`src/rtl/uart_rx_deserializer.sv`:
```
// UART receiver: synchronises rx_in, validates start, samples 8 data bits LSB-first at mid-bit, checks stop.
// Optional parity bit enabled by defining UART_RX_PARITY_EN (PARITY_ODD selects odd/even).
module uart_rx_deserializer #(
    parameter int CLOCKS_PER_BIT = 217,
    parameter int SYNC_STAGES    = 2,
    parameter int PARITY_ODD     = 0
) (
    input  logic       clock,
    input  logic       reset,
    input  logic       rx_in,
    output logic [7:0] rx_byte,
    output logic       rx_complete,
    output logic       frame_err,
    output logic       parity_err,
    output logic       busy
);
    localparam int CNT_W = $clog2(CLOCKS_PER_BIT);
    localparam logic [CNT_W-1:0] LAST_TICK = CNT_W'(CLOCKS_PER_BIT - 1);
    localparam logic [CNT_W-1:0] HALF_TICK = CNT_W'((CLOCKS_PER_BIT - 1) / 2);

    if (CLOCKS_PER_BIT < 8 || SYNC_STAGES < 2 || PARITY_ODD < 0 || PARITY_ODD > 1) begin : g_param_check
        $error("uart_rx_deserializer: illegal parameter value");
    end

    typedef enum logic [2:0] {
        RX_IDLE,
        RX_START,
        RX_DATA,
`ifdef UART_RX_PARITY_EN
        RX_PARITY,
`endif
        RX_STOP,
        RX_BREAK
    } rx_state_t;

    rx_state_t              state, state_next;
    logic [SYNC_STAGES-1:0] sync_q;
    logic                   rx_s;
    logic [CNT_W-1:0]       clk_cnt, clk_cnt_next;
    logic [2:0]             bit_idx, bit_idx_next;
    logic [7:0]             shift, shift_next;
    logic [7:0]             byte_next;
    logic                   complete_next, frame_next;
    logic                   tick;
`ifdef UART_RX_PARITY_EN
    logic                   parity_bad, parity_bad_next;
    logic                   perr_q, perr_next;
    localparam logic        PARITY_BIT = (PARITY_ODD != 0);
`endif

    // Synchroniser idles high so reset never looks like a start edge.
    always_ff @(posedge clock) begin
        if (!reset) sync_q <= '1;
        else        sync_q <= {sync_q[SYNC_STAGES-2:0], rx_in};
    end

    assign rx_s = sync_q[SYNC_STAGES-1];
    assign tick = (clk_cnt == LAST_TICK);
    assign busy = (state != RX_IDLE);

    always_ff @(posedge clock) begin
        if (!reset) begin
            state       <= RX_IDLE;
            clk_cnt     <= '0;
            bit_idx     <= '0;
            shift       <= '0;
            rx_byte     <= '0;
            rx_complete <= 1'b0;
            frame_err   <= 1'b0;
`ifdef UART_RX_PARITY_EN
            parity_bad  <= 1'b0;
            perr_q      <= 1'b0;
`endif
        end else begin
            state       <= state_next;
            clk_cnt     <= clk_cnt_next;
            bit_idx     <= bit_idx_next;
            shift       <= shift_next;
            rx_byte     <= byte_next;
            rx_complete <= complete_next;
            frame_err   <= frame_next;
`ifdef UART_RX_PARITY_EN
            parity_bad  <= parity_bad_next;
            perr_q      <= perr_next;
`endif
        end
    end

`ifdef UART_RX_PARITY_EN
    assign parity_err = perr_q;
`else
    assign parity_err = 1'b0;
`endif

    always_comb begin
        state_next    = state;
        clk_cnt_next  = clk_cnt;
        bit_idx_next  = bit_idx;
        shift_next    = shift;
        byte_next     = rx_byte;
        complete_next = 1'b0;
        frame_next    = 1'b0;
`ifdef UART_RX_PARITY_EN
        parity_bad_next = parity_bad;
        perr_next       = 1'b0;
`endif
        unique case (state)
            RX_IDLE: begin
                clk_cnt_next = '0;
                bit_idx_next = '0;
`ifdef UART_RX_PARITY_EN
                parity_bad_next = 1'b0;
`endif
                if (!rx_s) state_next = RX_START;
            end
            RX_START: begin
                // Re-check the line at the middle of the start bit to reject glitches.
                if (clk_cnt == HALF_TICK) begin
                    clk_cnt_next = '0;
                    state_next   = rx_s ? RX_IDLE : RX_DATA;
                end else begin
                    clk_cnt_next = clk_cnt + 1'b1;
                end
            end
            RX_DATA: begin
                clk_cnt_next = tick ? '0 : clk_cnt + 1'b1;
                if (tick) begin
                    shift_next[bit_idx] = rx_s;
                    bit_idx_next        = bit_idx + 3'd1;
                    if (bit_idx == 3'd7) begin
`ifdef UART_RX_PARITY_EN
                        state_next = RX_PARITY;
`else
                        state_next = RX_STOP;
`endif
                    end
                end
            end
`ifdef UART_RX_PARITY_EN
            RX_PARITY: begin
                clk_cnt_next = tick ? '0 : clk_cnt + 1'b1;
                if (tick) begin
                    parity_bad_next = (rx_s != (^shift ^ PARITY_BIT));
                    state_next      = RX_STOP;
                end
            end
`endif
            RX_STOP: begin
                clk_cnt_next = tick ? '0 : clk_cnt + 1'b1;
                if (tick) begin
                    if (!rx_s) begin
                        frame_next = 1'b1;
                        state_next = RX_BREAK;
`ifdef UART_RX_PARITY_EN
                    end else if (parity_bad) begin
                        perr_next  = 1'b1;
                        state_next = RX_IDLE;
`endif
                    end else begin
                        byte_next     = shift;
                        complete_next = 1'b1;
                        state_next    = RX_IDLE;
                    end
                end
            end
            RX_BREAK: begin
                clk_cnt_next = '0;
                if (rx_s) state_next = RX_IDLE;
            end
            default: state_next = RX_IDLE;
        endcase
    end
endmodule

```
`config.mk`:
```
export PLATFORM = sky130hd
export DESIGN_NAME = uart_rx_deserializer
export DESIGN_NICKNAME = d
export VERILOG_FILES = /design/src/rtl/uart_rx_deserializer.sv
export SDC_FILE = /design/constraint.sdc
export NUM_CORES = 1
export LEC_CHECK = 0
export ABC_CLOCK_PERIOD_IN_PS = 3000
export CAP_MARGIN = 20
export CORE_MARGIN = 8
export CORE_UTILIZATION = 60
export CTS_CLUSTER_DIAMETER = 200
export CTS_CLUSTER_SIZE = 28
export DETAILED_ROUTE_END_ITERATION = 8
export HOLD_SLACK_MARGIN = 0.08
export PLACE_DENSITY = 0.83
export SYNTH_ARGS = -nofsm -noshare
export SYNTH_HDL_FRONTEND = slang
export SYNTH_SLANG_ARGS = --single-unit
```
`constraint.sdc`:
```
create_clock -name clock -period 3 [get_ports clock]
set_clock_uncertainty 0.1 [all_clocks]
set_input_delay 0.3 -clock clock [delete_from_list [all_inputs] [get_ports clock]]
set_output_delay 0.3 -clock clock [all_outputs]
set_load 0.05 [all_outputs]
```
Run 1, routing congestion:
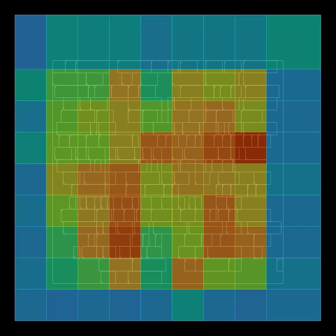
routed length per instance: 14.07 µm
GRT Util Overall: 15.07%
most crowded layer after global routing: met2
met2 GRT Util: 23.42%

Run 1, where the registers sit:
Scale: 6 px per µm. Other sequential cells in the stronger gray, the rest of the logic in the fainter gray.
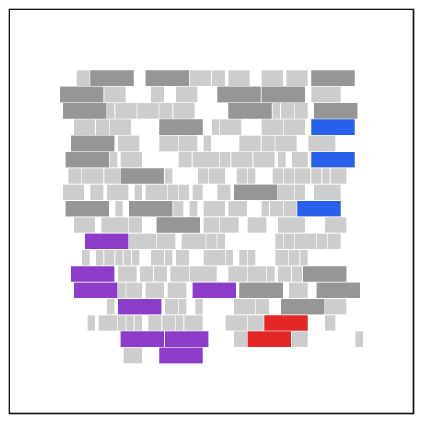
netlist name	color	flops
sync_q	red	2
bit_idx	blue	3
clk_cnt	purple	8

==> impl_metrics.ini, run 1 <==
; physical design summary
[status]
status = complete, no violations

[run]
maxCapViolCount = 0
warnings = 27

[yosys]
avgSynthCellArea_um2 = 9.332
ys_cells = 168
synth_seq_share_pct = 43.42
syn_inst = 168
yosys_warnings = 0
synthArstFlopShare_pct = 0

[power]
max-vdd-ir-drop_v = 0.0003698
powerDensity_nw_per_um2 = 425.6
static-leakage-power_nw = 0.6026

[floorplan]
dieHeight_um = 67.12
die_x_um = 67.12
fp_util_pct = 63.28

[setup_path]
worstReg2RegEnd = rx_byte[2]
arrival_ns = 1.98
reg2regPathDepth = 6
cp-end-kind = output pin
crit_path_start_kind = flop
reg2reg_slack_ns = 0.87
r2r_start = clk_cnt[0]

[global_routing]
grt_max_degree = 18
grt_pass1_vias = 1198
grt_pass1_wl_um = 5257
antenna_found_initial = 0

[final_layout]
final_cell_mix = dfxtp_1 (34), nand2_1 (15), nor2_1 (15), mux2i_1 (15), clkdlybuf4s50_1 (13)
drive_gt1_share_pct = 8.791
area_growth_pct = 12.29
nNetsFinal = 188

[clock_network]
ctsHoldBuffers = 0
cts_tree = done
clock_latency_ns = 0.33
cts-root-buf = clkbuf_4
cts_resized = 0
cts_sinks = 34
clockBufferDepth = 2
cts_buffers = 5

[final_timing]
clock.fmax_ghz = 0.4200
setup_viol = 0
final_max_slew_viol_count = 0

[placement]
port_buffers = 13

[min_path]
min_to = sync_q[1]

[routing]
drc = 0
postRouteAntennaNets = 0
Run 1, M2 wires:
Scale: 6 px per µm.
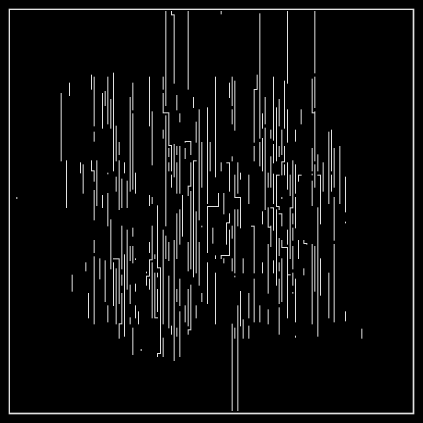
main direction	vertical
wire length on this layer	1380 µm
share of all routed wire	46%
nets with wire on the layer	151

[run 1: registers in the layout (all words and copies together) (netlist names)]
signal and cells:
clk_cnt 8, sync_q 2, state 3, rx_complete 1, rx_byte 8, bit_idx 3
frame_err 1, shift 8
[run 1: power by group]
part           switching (mW)  internal [mW]  leakage (nW)  total (mW)
logic                  0.0181         0.0113         0.293      0.0294
registers             0.00340          0.454         0.274       0.457
clock network           0.149          0.114        0.0353       0.263
[run 1: cell type report]
| class | count | area (µm²) |
|---|---|---|
| Inverter | 4 | 15.01 |
| Timing Repair Buffer | 14 | 137.6 |
| Clock buffer | 7 | 55.05 |
| Multi-Input combinational cell | 122 | 829.5 |
| Sequential cell | 34 | 680.7 |
| Tap cell | 30 | 37.54 |
| Fill cell | 185 | 716.9 |
| Clock inverter | 1 | 5.005 |
[run 1: critical path, cell delays in order (launching register included)]
cell             delay, ns
dfxtp_1               0.60
or3_1                 0.23
clkdlybuf4s50_1       0.82
[run 1: stage by stage]
step	cell area, µm²	hold WS, ns	power [mW]	std cells	utilization [%]
finish	1760	0.3262	0.7492	212	71.06
global route	1760	0.3552	0.7779	212	71.06
CTS	1760	0.3338	0.7505	212	71.06
detailed placement	1700	0.3173	0.4964	204	68.64
global placement	1700	0.2950	0.4953	204	68.64
floorplan	1568	0.2730	0.4882	168	-
[run 1: worst max path at each step]
stage	startpoint	endpoint	slack, ns	cells past startpoint
2_1_floorplan	state[0]	bit_idx[0]	1.28	4
3_3_place_gp	clk_cnt[0]	rx_byte[3]	0.95	6
3_5_place_dp	clk_cnt[0]	rx_byte[2]	0.85	6
4_1_cts	state[1]	busy	0.61	2
5_1_grt	state[1]	busy	0.51	2
6_report	state[1]	busy	0.62	2
[run 1: Yosys cell counts (2+ instances only)]
| master | instances | area (µm²) |
|---|---|---|
| dfxtp_1 | 34 | 680.7 |
| mux2i_1 | 15 | 150.1 |
| nand2_1 | 15 | 56.30 |
| nor2_1 | 15 | 56.30 |
| nand3_1 | 10 | 50.05 |
| nor2b_1 | 8 | 50.05 |
| nand4_1 | 6 | 37.54 |
| xor2_1 | 6 | 52.55 |
| clkbuf_1 | 5 | 18.77 |
| ha_1 | 4 | 50.05 |
| inv_1 | 4 | 15.01 |
| and3_1 | 3 | 18.77 |
| nand2b_1 | 3 | 18.77 |
| nor3b_2 | 3 | 37.54 |
| nor4_1 | 3 | 18.77 |
| o21ai_0 | 3 | 15.01 |
| a21boi_1 | 2 | 15.01 |
| a21oi_1 | 2 | 10.01 |
| and2_1 | 2 | 12.51 |
| nor3_1 | 2 | 10.01 |
| o41ai_1 | 2 | 17.52 |
[run 1: layer usage]
metal | global-route usage (%) | part of all wire [%] | vias up
met3 | 4.866 | 6.5 | 10
met1 | 18.00 | 45 | 560
li1 | - | - | 615
met4 | 8.355 | 2.5 | 0
met2 | 23.42 | 46 | 29
met5 | 0 | 0 | -
[run 1: logic make-up after synthesis]
logic type / Yosys count / synth area share, %
other cells: 1 / 0.2392
mux: 15 / 9.577
flops: 34 / 43.42
buf+inv: 12 / 3.671
fa+ha+maj: 4 / 3.192
compound gates: 16 / 7.662
xor+xnor: 7 / 3.911
simple gates: 79 / 28.33
Run 1, zoomed window:
Region (21, 21) to (46, 46) µm. Cells in gray, sequential cells in the stronger gray; small squares are vias.
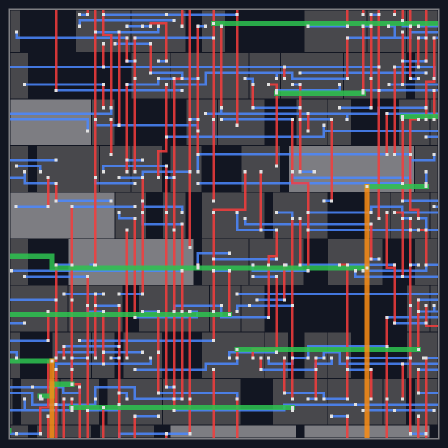

## Run 2: what changed since run 1
- ABC_CLOCK_PERIOD_IN_PS: 3000 -> 2200
- CORE_UTILIZATION: 60 -> 55
- PLACE_DENSITY: 0.83 -> 0.77
- clock period: 3 -> 2.2 ns (I/O delays scaled with it)
Run 2, zoomed window:
Region (22, 22) to (47, 47) µm. Cells in gray, sequential cells in the stronger gray; small squares are vias.
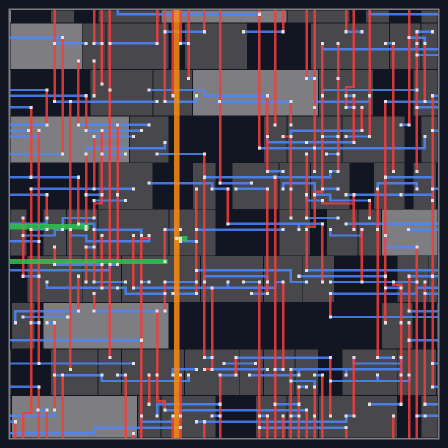
layer	color
metal 4	orange
metal 1	blue
metal 3	green
metal 2	red
sequential cells in the window	5
most frequent	nand3_1 (8)
netlist names of flops here include	clk_cnt (3)
cells with their middle in the window	55

Run 2, M2 wires:
Scale: 6 px per µm.
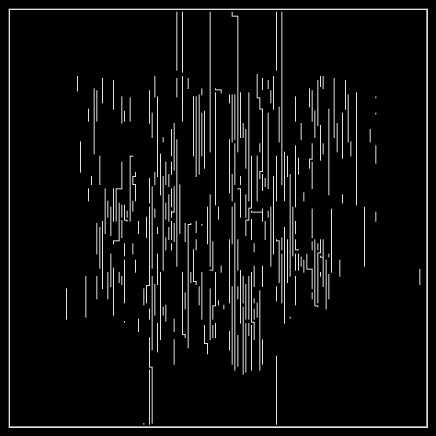
main direction	vertical
wire length on this layer	1450 µm
final wirelength: 2919 µm
met2 GRT Util: 22.13%
Vias: 1209

==> run 2 against run 1 <==
Effect of this change: die area increased by 6.9%; via count decreased by 0.41%; sequential power increased by 36%; non-clock buffer count increased by 1; utilization fell by 6.9 points; clock power rose by 19%; synthesized cell count unchanged; combinational power grew 35%; worst hold slack better by 0.0080 ns; final cell count is 0.47% higher; critical path depth increased by 4; cell area is 0.36% lower; critical path type is now reg -> reg; largest power group unchanged; highest routed layer unchanged.
==> impl_metrics.ini, run 2 <==
; physical design summary
[placement]
port_buffers = 13

[final_layout]
fin_area_um2 = 1754
area_growth_pct = 11.89
largest_registers = clk_cnt: 8 flops, rx_byte: 8 flops, shift: 8 flops
nNetsFinal = 189
final_cell_mix = dfxtp_1 (34), nand2_1 (15), nor2_1 (15), mux2i_1 (15), clkdlybuf4s50_1 (12)
drive_gt1_share_pct = 9.890

[status]
status = complete, no violations

[setup_path]
cp_top_family = simple AND/OR/NAND/NOR gates

[routing]
drc = 0

[floorplan]
dieHeight_um = 69.39

[global_routing]
grt_pass1_wl_um = 5161
antenna_found_initial = 0
grt_max_degree = 21

[clock_network]
clock_latency_ns = 0.34
cts_buffers = 5
clockBufferDepth = 2
ctsHoldBuffers = 0

[power]
swShare_pct = 23.35

[yosys]
yosysTopAreaCellShare_pct = 43.42
topCellsByArea = dfxtp_1 (43%), mux2i_1 (9.6%), nand2_1 (3.6%)
ys_cells = 168
synthTopCellsByCount = dfxtp_1 (34), mux2i_1 (15), nand2_1 (15), nor2_1 (15), nand3_1 (10)
synth_seq_share_pct = 43.42

[final_timing]
final_max_slew_viol_count = 0
## run 2: cell counts after synthesis
No cell type changed its count.
## run 2: logic make-up (layout without fill, tap and decap cells)
group                      Yosys count  count (layout)  share of synthesized area, %
DFF                                 34              34                         43.42
AOI/OAI and AO/OA                   16              16                         7.662
buffers and inverters               12              26                         3.671
muxes                               15              15                         9.577
adders and majority gates            4               4                         3.192
and+or+nand+nor                     79              79                         28.33
xor gates and xnor gates             7               7                         3.911
other                                1               1                        0.2392
## run 2: layout make-up
cell class,count,area (µm²),share of cell area (%)
clock inverter,2,10.01,0.5706
tap,31,38.79,2.211
clock buffer,5,37.54,2.140
multi-input combinational,122,829.5,47.29
inverter,4,15.01,0.8559
timing repair buffer,15,142.6,8.131
sequential,34,680.7,38.80
## run 2: power groups by stage
stage	combinational [mW]	clock (mW)	sequential, mW
finish	0.0396	0.314	0.623
global route	0.0435	0.349	0.624
CTS	0.0399	0.319	0.623
detailed placement	0.0399	0	0.637
global placement	0.0388	0	0.637
floorplan	0.0315	0	0.634
## run 2: metrics by stage
step	hold WS (ns)	utilization (%)
2_1_floorplan	0.1930	-
3_3_place_gp	0.2932	62.43
3_5_place_dp	0.3045	62.43
4_1_cts	0.3315	64.16
5_1_grt	0.3331	64.16
6_report	0.3341	64.16
## run 2: worst paths after layout
check / start / end / slack (ns) / depth (start not counted)
worst max-delay path: clk_cnt[0] / shift[2] / 0.34 / 6
worst min register to register: sync_q[0] / sync_q[1] / 0.33 / 1
worst max register to register: clk_cnt[0] / shift[2] / 0.34 / 6
worst min-delay path: sync_q[0] / sync_q[1] / 0.33 / 1
## run 2: routing by layer
metal | vias up | global-route usage (%) | routed length [µm]
met2 | 16 | 22.13 | 1449
met1 | 571 | 13.78 | 1277
met5 | - | 0 | 0
met4 | 0 | 6.150 | 62
li1 | 617 | - | -
met3 | 5 | 5.722 | 129
## run 2: worst register-to-register path: stages, from the launching register on
cell,delay (ns)
dfxtp_1,0.35
inv_1,0.07
ha_1,0.20
and4_1,0.25
nand2_1,0.19
nor4_1,0.40
mux2i_1,0.24
Power figures rest on the tool's default switching activity, not on a simulated workload.
